`config.mk`:
```
export PLATFORM = sky130hd
export DESIGN_NAME = div_32_bit_seq
export DESIGN_NICKNAME = d
export VERILOG_FILES = /design/src/rtl/div_pkg.sv /design/src/rtl/sub_33_bit.sv /design/src/rtl/div_32_bit_seq.sv
export SDC_FILE = /design/constraint.sdc
export NUM_CORES = 1
export LEC_CHECK = 0
export CAP_MARGIN = 20
export CORE_ASPECT_RATIO = 0.8
export CORE_MARGIN = 8
export CORE_UTILIZATION = 25
export DETAILED_ROUTE_END_ITERATION = 8
export PLACE_DENSITY = 0.52
export SLEW_MARGIN = 20
export SYNTH_ARGS = -nofsm -noshare
export SYNTH_HDL_FRONTEND = slang
export SYNTH_SLANG_ARGS = --single-unit
```
`constraint.sdc`:
```
create_clock -name clk -period 2.9 [get_ports clk]
set_input_delay 0.435 -clock clk [delete_from_list [all_inputs] [get_ports clk]]
set_output_delay 0.435 -clock clk [all_outputs]
set_load 0.005 [all_outputs]
```
`src/rtl/div_pkg.sv`:
```
// Shared types and sizes for the sequential restoring divider.
package div_pkg;

    localparam int DIV_W     = 32;
    localparam int DIV_CNT_W = $clog2(DIV_W);

    typedef enum logic [1:0] {
        IDLE   = 2'd0,
        RUN    = 2'd1,
        FINISH = 2'd2
    } div_state_e;

endpackage

```
`src/rtl/sub_33_bit.sv`:
```
// Combinational a - b done as a + ~b + 1; borrow is the inverted carry out of the top bit.
module sub_33_bit
    import div_pkg::*;
#(
    parameter int W = DIV_W + 1
) (
    input  logic [W-1:0] a_i,
    input  logic [W-1:0] b_i,
    output logic [W-1:0] diff_o,
    output logic         borrow_o
);

    logic [W:0] sum;

    assign sum      = {1'b0, a_i} + {1'b0, ~b_i} + {{W{1'b0}}, 1'b1};
    assign diff_o   = sum[W-1:0];
    assign borrow_o = ~sum[W];

endmodule

```
`src/rtl/div_32_bit_seq.sv`:
```
// Multi-cycle restoring divider, one quotient bit per clock.
// Define DIV_SIGNED_EN to add the is_signed port and two's-complement operand handling.
module div_32_bit_seq
    import div_pkg::*;
#(
    parameter int WIDTH = DIV_W
) (
    input  logic             clk,
    input  logic             rst_n,
    input  logic             start,
`ifdef DIV_SIGNED_EN
    input  logic             is_signed,
`endif
    input  logic [WIDTH-1:0] dividend,
    input  logic [WIDTH-1:0] divisor,
    output logic             busy,
    output logic             done,
    output logic [WIDTH-1:0] quotient,
    output logic [WIDTH-1:0] remainder,
    output logic             div_by_zero
);

    localparam int CNT_W = $clog2(WIDTH);

    function automatic logic [WIDTH-1:0] neg2c(input logic [WIDTH-1:0] x);
        return ~x + {{(WIDTH-1){1'b0}}, 1'b1};
    endfunction

    div_state_e       state_q, state_d;
    logic [CNT_W-1:0] cnt_q, cnt_d;
    logic [WIDTH-1:0] r_q, r_d;
    logic [WIDTH-1:0] dq_q, dq_d;
    logic [WIDTH-1:0] dvs_q, dvs_d;
    logic [WIDTH-1:0] quot_q, quot_d;
    logic [WIDTH-1:0] rem_q, rem_d;
    logic             dbz_q, dbz_d;
    logic             nq_q, nq_d;
    logic             nr_q, nr_d;

    logic             sgn_en;
    logic             a_neg, b_neg;
    logic [WIDTH:0]   r_shift;
    logic [WIDTH:0]   diff;
    logic             borrow;
    logic [WIDTH-1:0] step_rem;
    logic [WIDTH-1:0] step_quo;
    logic             last;
    logic             unused_diff_msb;

`ifdef DIV_SIGNED_EN
    assign sgn_en = is_signed;
`else
    assign sgn_en = 1'b0;
`endif

    assign a_neg = sgn_en & dividend[WIDTH-1];
    assign b_neg = sgn_en & divisor[WIDTH-1];

    // Partial remainder shifted left with the next dividend bit entering at the bottom.
    assign r_shift = {r_q, dq_q[WIDTH-1]};

    sub_33_bit #(
        .W (WIDTH + 1)
    ) u_sub (
        .a_i      (r_shift),
        .b_i      ({1'b0, dvs_q}),
        .diff_o   (diff),
        .borrow_o (borrow)
    );

    // Without a borrow the difference is below the divisor, so its top bit is always zero.
    assign unused_diff_msb = diff[WIDTH];
    assign step_rem        = borrow ? r_shift[WIDTH-1:0] : diff[WIDTH-1:0];
    assign step_quo        = {dq_q[WIDTH-2:0], ~borrow};
    assign last            = (cnt_q == CNT_W'(WIDTH - 1));

    always_comb begin
        state_d = state_q;
        cnt_d   = cnt_q;
        r_d     = r_q;
        dq_d    = dq_q;
        dvs_d   = dvs_q;
        quot_d  = quot_q;
        rem_d   = rem_q;
        dbz_d   = dbz_q;
        nq_d    = nq_q;
        nr_d    = nr_q;

        case (state_q)
            IDLE: begin
                if (start) begin
                    cnt_d = '0;
                    r_d   = '0;
                    dq_d  = a_neg ? neg2c(dividend) : dividend;
                    dvs_d = b_neg ? neg2c(divisor) : divisor;
                    nq_d  = a_neg ^ b_neg;
                    nr_d  = a_neg;
                    if (divisor == '0) begin
                        state_d = FINISH;
                        quot_d  = '1;
                        rem_d   = dividend;
                        dbz_d   = 1'b1;
                    end else begin
                        state_d = RUN;
                        dbz_d   = 1'b0;
                    end
                end
            end
            RUN: begin
                r_d   = step_rem;
                dq_d  = step_quo;
                cnt_d = cnt_q + CNT_W'(1);
                // Final bit: results land in the output registers as FINISH is entered.
                if (last) begin
                    state_d = FINISH;
                    quot_d  = nq_q ? neg2c(step_quo) : step_quo;
                    rem_d   = nr_q ? neg2c(step_rem) : step_rem;
                end
            end
            FINISH: begin
                state_d = IDLE;
            end
            default: begin
                state_d = IDLE;
            end
        endcase
    end

    always_ff @(posedge clk or negedge rst_n) begin
        if (!rst_n) begin
            state_q <= IDLE;
            cnt_q   <= '0;
            r_q     <= '0;
            dq_q    <= '0;
            dvs_q   <= '0;
            quot_q  <= '0;
            rem_q   <= '0;
            dbz_q   <= 1'b0;
            nq_q    <= 1'b0;
            nr_q    <= 1'b0;
        end else begin
            state_q <= state_d;
            cnt_q   <= cnt_d;
            r_q     <= r_d;
            dq_q    <= dq_d;
            dvs_q   <= dvs_d;
            quot_q  <= quot_d;
            rem_q   <= rem_d;
            dbz_q   <= dbz_d;
            nq_q    <= nq_d;
            nr_q    <= nr_d;
        end
    end

    assign busy        = (state_q != IDLE);
    assign done        = (state_q == FINISH);
    assign div_by_zero = done & dbz_q;
    assign quotient    = quot_q;
    assign remainder   = rem_q;

endmodule

```
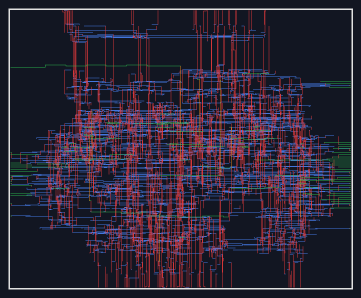
*Routed metal, one colour a layer, run 1*
Drawn at 1.5 px/µm.
orange -> M4  # wire length 323 µm
blue -> M1  # wire length 14,000 µm
red -> M2  # wire length 14,500 µm
green -> M3  # wire length 1,430 µm
wirelength, routed: 30,320 µm
vias after detailed routing: 8,105

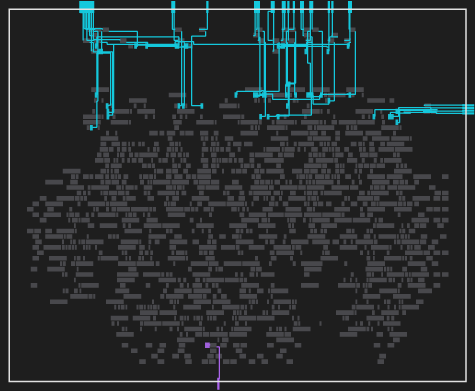
*Nets reached from selected ports, run 1*
Drawn at 2 px/µm.
cyan -> `divisor`  # direction input, end cells 40, buffers 32, wire 1,830 µm
purple -> `div_by_zero`  # direction output, end cells 1, buffers 1, wire 18.8 µm
number of buffer cells added on primary ports: 133
num ports: 134

==> flow_summary.html, run 1 <==
<h2>Synthesis and place &amp; route</h2>
<table>
<tr><th>Metric</th><th>Value</th></tr>
<tr><th colspan="2">STA</th></tr>
<tr><td>Hold WS</td><td>-0.007041 ns</td></tr>
<tr><td>Maximum operating frequency</td><td>355.7 MHz</td></tr>
<tr><td>Unrepaired setup endpoints after global routing</td><td>true</td></tr>
<tr><td>Final hold violation count</td><td>9</td></tr>
<tr><td>Setup TNS</td><td>0 ns</td></tr>
<tr><td>Final min period</td><td>2.811 ns</td></tr>
<tr><th colspan="2">Layout</th></tr>
<tr><td>Commonest non-fill, non-tap cells in the layout</td><td>dfrtp_1 (166), nand2_1 (152), clkdlybuf4s50_1 (132)</td></tr>
<tr><td>Number of clock buffer instances in the layout</td><td>21</td></tr>
<tr><td>Fraction of cell area in non-clock buffers</td><td>0.1634</td></tr>
<tr><th colspan="2">Yosys</th></tr>
<tr><td>Ranking of synthesized cells by area</td><td>dfrtp_1 (47%), nand2_1 (6.4%), o21ai_0 (5.9%), a21oi_1 (5.0%), ha_1 (4.7%)</td></tr>
<tr><td>Most instantiated library cell after synthesis</td><td>dfrtp_1</td></tr>
<tr><td>Adders+Majority by Area</td><td>0.04972</td></tr>
<tr><td>Mapped Cells</td><td>between 1,000 and 1,500</td></tr>
<tr><td>Fraction of registers with async set/reset</td><td>1.000</td></tr>
<tr><td>Combined area of all synthesized cells</td><td>8959 µm²</td></tr>
<tr><td>Seq share, synth</td><td>0.4693</td></tr>
<tr><td>Post-synth EDFFs</td><td>0</td></tr>
<tr><td>Post-synthesis cell count from yosys</td><td>1,022</td></tr>
<tr><th colspan="2">Setup path</th></tr>
<tr><td>Crit end category</td><td>flip-flop</td></tr>
<tr><td>Delay of the slowest critical-path stage</td><td>0.42 ns</td></tr>
<tr><td>Top delay family on crit path</td><td>AND-OR/OR-AND gates</td></tr>
<tr><td>Maximum fanout count along the critical path</td><td>5</td></tr>
<tr><td>FF-to-FF End</td><td>remainder[3]</td></tr>
<tr><td>Crit path buf inv count</td><td>3</td></tr>
<tr><th colspan="2">GRT</th></tr>
<tr><td>Fraction of met2 tracks used by global routing</td><td>0.2278</td></tr>
<tr><td>Sum of overflow across all layers after global routing</td><td>0</td></tr>
<tr><th colspan="2">Detailed routing</th></tr>
<tr><td>Post-detailed-route via-to-cell ratio</td><td>4.847</td></tr>
<tr><td>Met2 wire len</td><td>14,530 µm</td></tr>
<tr><th colspan="2">Placement</th></tr>
<tr><td>Placed instance area</td><td>approximately 11,000 µm²</td></tr>
<tr><th colspan="2">Clock network</th></tr>
<tr><td>Clock root cell</td><td>clkbuf_16</td></tr>
<tr><td>CTS tree</td><td>built</td></tr>
<tr><th colspan="2">Die</th></tr>
<tr><td>Count of inserted tapcells</td><td>480</td></tr>
<tr><td>Vertical die size</td><td>185.3 µm</td></tr>
<tr><th colspan="2">Power</th></tr>
<tr><td>Pwr top</td><td>combinational cells</td></tr>
<tr><td>Seq power</td><td>4150 µW</td></tr>
<tr><th colspan="2">Run status</th></tr>
<tr><td>Failing checks</td><td>negative hold slack</td></tr>
<tr><td>Status</td><td>complete, but fails checks</td></tr>
<tr><th colspan="2">Min path</th></tr>
<tr><td>Classification of the worst-slack hold path</td><td>input port to asynchronous set/reset pin</td></tr>
</table>
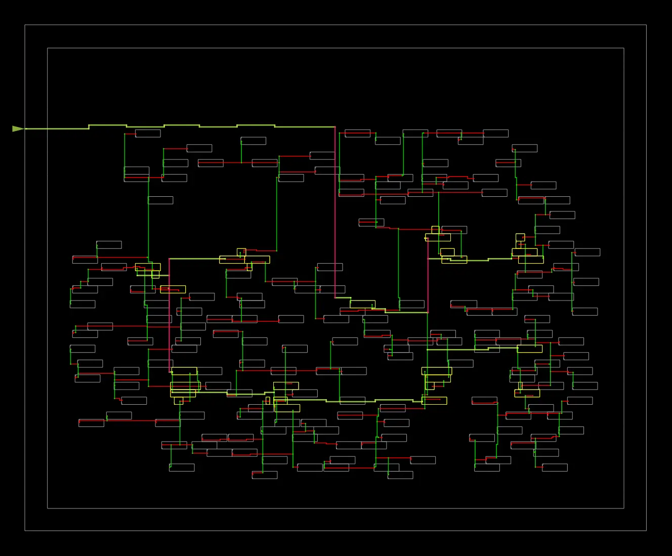
*The clock network, run 1*
clock latency of the later-clocked register in the worst-skew pair: 0.43 ns
# clock sinks: 168

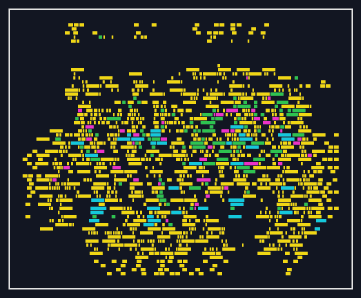
*Drive-strength map, run 1*
Drawn at 1.5 px/µm.
green -> x3 and x4  # cells 92, share 7.7%, most used buf_4
magenta -> x2  # cells 39, share 3.3%, most used a21oi_2
cyan -> x6 and larger  # cells 36, share 3.0%, most used clkbuf_16
yellow -> x1 and smaller  # cells 1,025, share 86%, most used dfrtp_1
Plain + repair buffers: 203
final non-filler cell area: 12,320 µm²

==> run 2: changes to the inputs <==
--- a/config.mk
+++ b/config.mk
@@ -10,6 +10,7 @@
 export CORE_MARGIN = 8
 export CORE_UTILIZATION = 25
 export DETAILED_ROUTE_END_ITERATION = 8
+export HOLD_SLACK_MARGIN = 0.1
 export PLACE_DENSITY = 0.52
 export SLEW_MARGIN = 20
 export SYNTH_ARGS = -nofsm -noshare
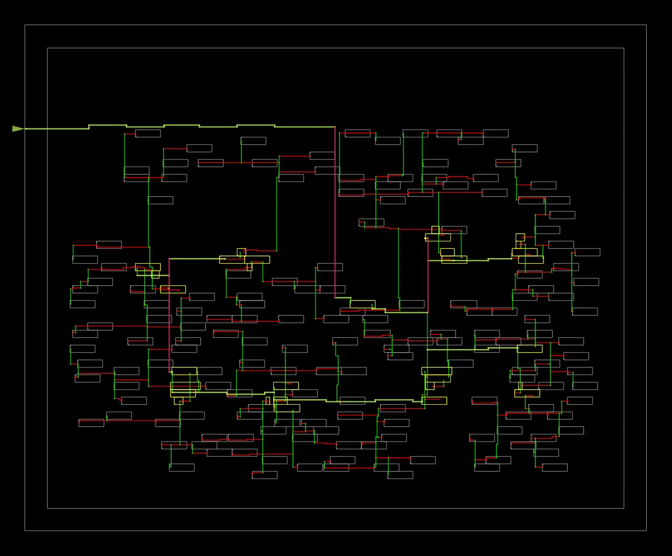
*The clock network, run 2*
skew final: 0.01864 ns
clock latency of the later-clocked register in the worst-skew pair: 0.44 ns

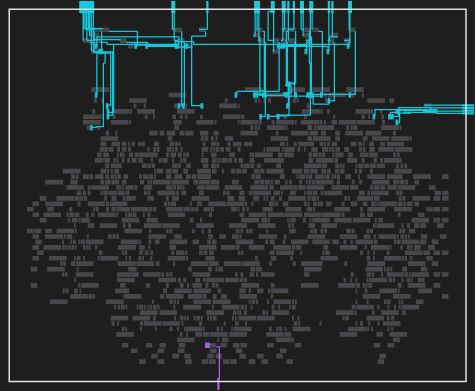
*Nets reached from selected ports, run 2*
Drawn at 2 px/µm.
cyan -> `divisor`  # direction input, end cells 40, buffers 32, wire 1,830 µm
purple -> `div_by_zero`  # direction output, end cells 1, buffers 1, wire 18.8 µm

==> run 2 against run 1 <==
  * The flow now finishes without violations
  * Register-to-register slack about the same
  * Power about the same
  * Synthesized area unchanged
  * Core utilization about the same
  * Worst hold slack improved by 0.49 ns
  * Combinational power about the same
  * Critical endpoint unchanged
  * Largest power group unchanged
==> flow_summary.html, run 2 <==
<h2>Synthesis and place &amp; route</h2>
<table>
<tr><th>Metric</th><th>Value</th></tr>
<tr><th colspan="2">STA</th></tr>
<tr><td>Final hold violation count</td><td>0 (was 9)</td></tr>
<tr><td>Final min period</td><td>2.821 ns (was 2.811 ns)</td></tr>
<tr><td>Hold WS</td><td>0.4788 ns (was -0.007041 ns)</td></tr>
<tr><th colspan="2">Yosys</th></tr>
<tr><td>Most instantiated library cell after synthesis</td><td>dfrtp_1 (unchanged)</td></tr>
<tr><td>Fraction of registers with async set/reset</td><td>1.000 (unchanged)</td></tr>
<tr><td>Seq share, synth</td><td>0.4693 (unchanged)</td></tr>
<tr><td>Combined area of all synthesized cells</td><td>8959 µm² (unchanged)</td></tr>
<tr><td>Adders+Majority by Area</td><td>0.04972 (unchanged)</td></tr>
<tr><td>Mapped Cells</td><td>1,022 (unchanged)</td></tr>
<tr><td>Post-synth EDFFs</td><td>0 (unchanged)</td></tr>
<tr><th colspan="2">Layout</th></tr>
<tr><td>Fraction of cell area in non-clock buffers</td><td>0.1641 (was 0.1634)</td></tr>
<tr><td>Commonest non-fill, non-tap cells in the layout</td><td>dfrtp_1 (166), nand2_1 (152), clkdlybuf4s50_1 (132) (unchanged)</td></tr>
<tr><td>Number of clock buffer instances in the layout</td><td>21 (unchanged)</td></tr>
<tr><td>Final non-filler cell area</td><td>12,330 µm² (was 12,320 µm²)</td></tr>
<tr><th colspan="2">GRT</th></tr>
<tr><td>Fraction of met2 tracks used by global routing</td><td>0.2279 (was 0.2278)</td></tr>
<tr><td>Sum of overflow across all layers after global routing</td><td>0 (unchanged)</td></tr>
<tr><th colspan="2">Clock network</th></tr>
<tr><td># clock sinks</td><td>168 (unchanged)</td></tr>
<tr><th colspan="2">Placement</th></tr>
<tr><td>Number of buffer cells added on primary ports</td><td>133 (unchanged)</td></tr>
<tr><th colspan="2">Die</th></tr>
<tr><td>Count of inserted tapcells</td><td>480 (unchanged)</td></tr>
<tr><td>Vertical die size</td><td>185.3 µm (unchanged)</td></tr>
<tr><td>Num ports</td><td>134 (unchanged)</td></tr>
<tr><th colspan="2">Detailed routing</th></tr>
<tr><td>Wirelength, routed</td><td>30,330 µm (was 30,320 µm)</td></tr>
<tr><td>Post-detailed-route via-to-cell ratio</td><td>4.850 (was 4.847)</td></tr>
<tr><td>Met2 wire len</td><td>14,520 µm (was 14,530 µm)</td></tr>
<tr><th colspan="2">Run status</th></tr>
<tr><td>Status</td><td>finished clean (was complete, but fails checks)</td></tr>
<tr><th colspan="2">Setup path</th></tr>
<tr><td>Top delay family on crit path</td><td>AND-OR/OR-AND gates (unchanged)</td></tr>
<tr><td>Maximum fanout count along the critical path</td><td>5 (unchanged)</td></tr>
<tr><th colspan="2">Min path</th></tr>
<tr><td>Classification of the worst-slack hold path</td><td>flip-flop to flip-flop (was input port to asynchronous set/reset pin)</td></tr>
</table>
==> run 3: changes to the inputs <==
--- a/config.mk
+++ b/config.mk
@@ -5,13 +5,15 @@
 export SDC_FILE = /design/constraint.sdc
 export NUM_CORES = 1
 export LEC_CHECK = 0
-export CAP_MARGIN = 20
+export CAP_MARGIN = 40
 export CORE_ASPECT_RATIO = 0.8
 export CORE_MARGIN = 8
 export CORE_UTILIZATION = 25
 export DETAILED_ROUTE_END_ITERATION = 8
+export GPL_ROUTABILITY_DRIVEN = 0
 export HOLD_SLACK_MARGIN = 0.1
 export PLACE_DENSITY = 0.52
+export REMOVE_ABC_BUFFERS = 1
 export SLEW_MARGIN = 20
 export SYNTH_ARGS = -nofsm -noshare
 export SYNTH_HDL_FRONTEND = slang
==> run 3 against run 2 <==
  * Cell count down 0.18%
  * Wire length shrank 3.0%
  * Power down 6.8%
  * Fmax grew 1.2%
  * Synthesized cell count unchanged
  * Synthesized area unchanged
  * Clock power is 3% higher
  * Sequential power fell by 2%
  * Clock skew decreased by 0.0075 ns
  * Critical path type unchanged
==> flow_summary.html, run 3 <==
<h2>Synthesis and place &amp; route</h2>
<table>
<tr><th>Metric</th><th>Value</th></tr>
<tr><th colspan="2">Run status</th></tr>
<tr><td>Status</td><td>finished clean (unchanged)</td></tr>
<tr><th colspan="2">Setup path</th></tr>
<tr><td>Top delay family on crit path</td><td>AND-OR/OR-AND gates (unchanged)</td></tr>
<tr><td>Delay of the slowest critical-path stage</td><td>0.38 ns (was 0.43 ns)</td></tr>
<tr><td>Crit end category</td><td>flip-flop (unchanged)</td></tr>
<tr><td>Crit path buf inv count</td><td>4 (was 3)</td></tr>
<tr><th colspan="2">Die</th></tr>
<tr><td>Total Die Area</td><td>42,190 µm² (unchanged)</td></tr>
<tr><td>Count of inserted tapcells</td><td>480 (unchanged)</td></tr>
<tr><td>FP Util</td><td>0.2516 (unchanged)</td></tr>
<tr><td>Num ports</td><td>134 (unchanged)</td></tr>
<tr><th colspan="2">Min path</th></tr>
<tr><td>Classification of the worst-slack hold path</td><td>flip-flop to flip-flop (unchanged)</td></tr>
<tr><td>Hold Path Origin</td><td>remainder[14] (was remainder[6])</td></tr>
<tr><th colspan="2">Layout</th></tr>
<tr><td>Commonest non-fill, non-tap cells in the layout</td><td>dfrtp_1 (167), nand2_1 (152), clkdlybuf4s50_1 (132) (was dfrtp_1 (166), nand2_1 (152), clkdlybuf4s50_1 (132))</td></tr>
<tr><th colspan="2">Detailed routing</th></tr>
<tr><td>Met2 wire len</td><td>12,400 µm (was 14,520 µm)</td></tr>
<tr><td>Post-detailed-route via-to-cell ratio</td><td>4.760 (was 4.850)</td></tr>
<tr><td>Wirelength, routed</td><td>29,440 µm (was 30,330 µm)</td></tr>
<tr><td>DR DRC count</td><td>0 (unchanged)</td></tr>
<tr><th colspan="2">Clock network</th></tr>
<tr><td># clock sinks</td><td>168 (unchanged)</td></tr>
<tr><td>Clock root cell</td><td>clkbuf_16 (unchanged)</td></tr>
<tr><td>CTS tree</td><td>built (unchanged)</td></tr>
<tr><td>Clock latency of the later-clocked register in the worst-skew pair</td><td>0.44 ns (about the same)</td></tr>
<tr><th colspan="2">Yosys</th></tr>
<tr><td>Ranking of synthesized cells by area</td><td>dfrtp_1 (47%), nand2_1 (6.4%), o21ai_0 (5.9%), a21oi_1 (5.0%), ha_1 (4.7%) (unchanged)</td></tr>
<tr><td>Mapped Cells</td><td>1,022 (unchanged)</td></tr>
<tr><td>Seq share, synth</td><td>0.4693 (unchanged)</td></tr>
<tr><td>Fraction of registers with async set/reset</td><td>1.000 (unchanged)</td></tr>
<tr><td>Adders+Majority by Area</td><td>0.04972 (unchanged)</td></tr>
<tr><td>Post-synth EDFFs</td><td>0 (unchanged)</td></tr>
<tr><td>Post-synthesis cell count from yosys</td><td>1,022 (unchanged)</td></tr>
<tr><td>Most instantiated library cell after synthesis</td><td>dfrtp_1 (unchanged)</td></tr>
<tr><th colspan="2">STA</th></tr>
<tr><td>Unrepaired setup endpoints after global routing</td><td>true (unchanged)</td></tr>
<tr><td>Skew final</td><td>0.01117 ns (was 0.01864 ns)</td></tr>
<tr><td>Final hold violation count</td><td>0 (unchanged)</td></tr>
<tr><td>Setup TNS</td><td>0 ns (unchanged)</td></tr>
<tr><td>Maximum operating frequency</td><td>358.7 MHz (was 354.4 MHz)</td></tr>
<tr><th colspan="2">GRT</th></tr>
<tr><td>Sum of overflow across all layers after global routing</td><td>0 (unchanged)</td></tr>
<tr><td>Grt met1 use</td><td>0.2083 (was 0.1891)</td></tr>
<tr><th colspan="2">Placement</th></tr>
<tr><td>Placed instance area</td><td>11,220 µm² (was 11,200 µm²)</td></tr>
<tr><td>Number of buffer cells added on primary ports</td><td>133 (unchanged)</td></tr>
<tr><th colspan="2">Power</th></tr>
<tr><td>Seq power</td><td>4060 µW (was 4150 µW)</td></tr>
<tr><td>Pwr top</td><td>combinational cells (unchanged)</td></tr>
</table>
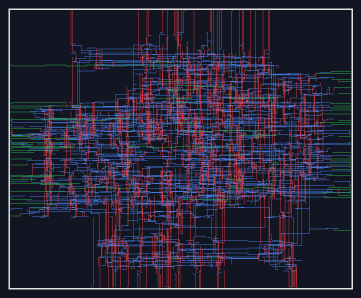
*Routed metal, one colour a layer, run 3*
Drawn at 1.5 px/µm.
orange -> M4  # wire length 226 µm
green -> M3  # wire length 1,780 µm
blue -> M1  # wire length 15,000 µm
red -> M2  # wire length 12,400 µm
average routed wire per standard cell: 17.63 µm
vias after detailed routing: 7,949
total global-route track usage: 0.1435

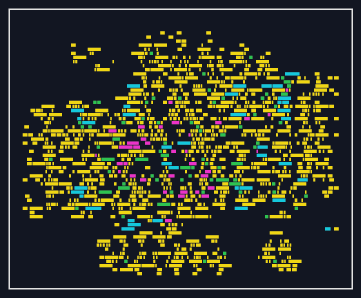
*Drive-strength map, run 3*
Drawn at 1.5 px/µm.
Plain + repair buffers: 200
Syn-to-layout area delta: 35.22%
final non-filler cell area: 12,110 µm²
least setup slack across all paths after layout: 0.1122 ns


==> screenshots <==
Gate-type map.
Drawn at 1.5 px/µm.
picture 1
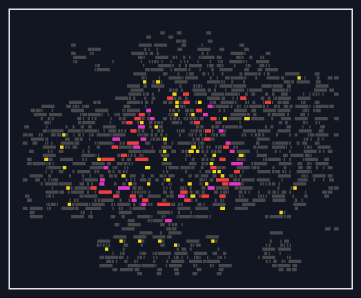
picture 2
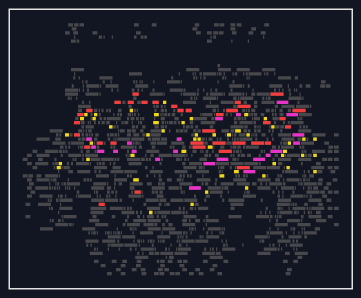
picture 2 -> run 2
picture 1 -> run 3

Key to picture 1:
yellow -> non-inverting ao/oa cells  # cells 49
magenta -> mux cells  # cells 22
red -> fa/ha/maj cells  # cells 35, where middle

Power is estimated from default activity; no workload was simulated.
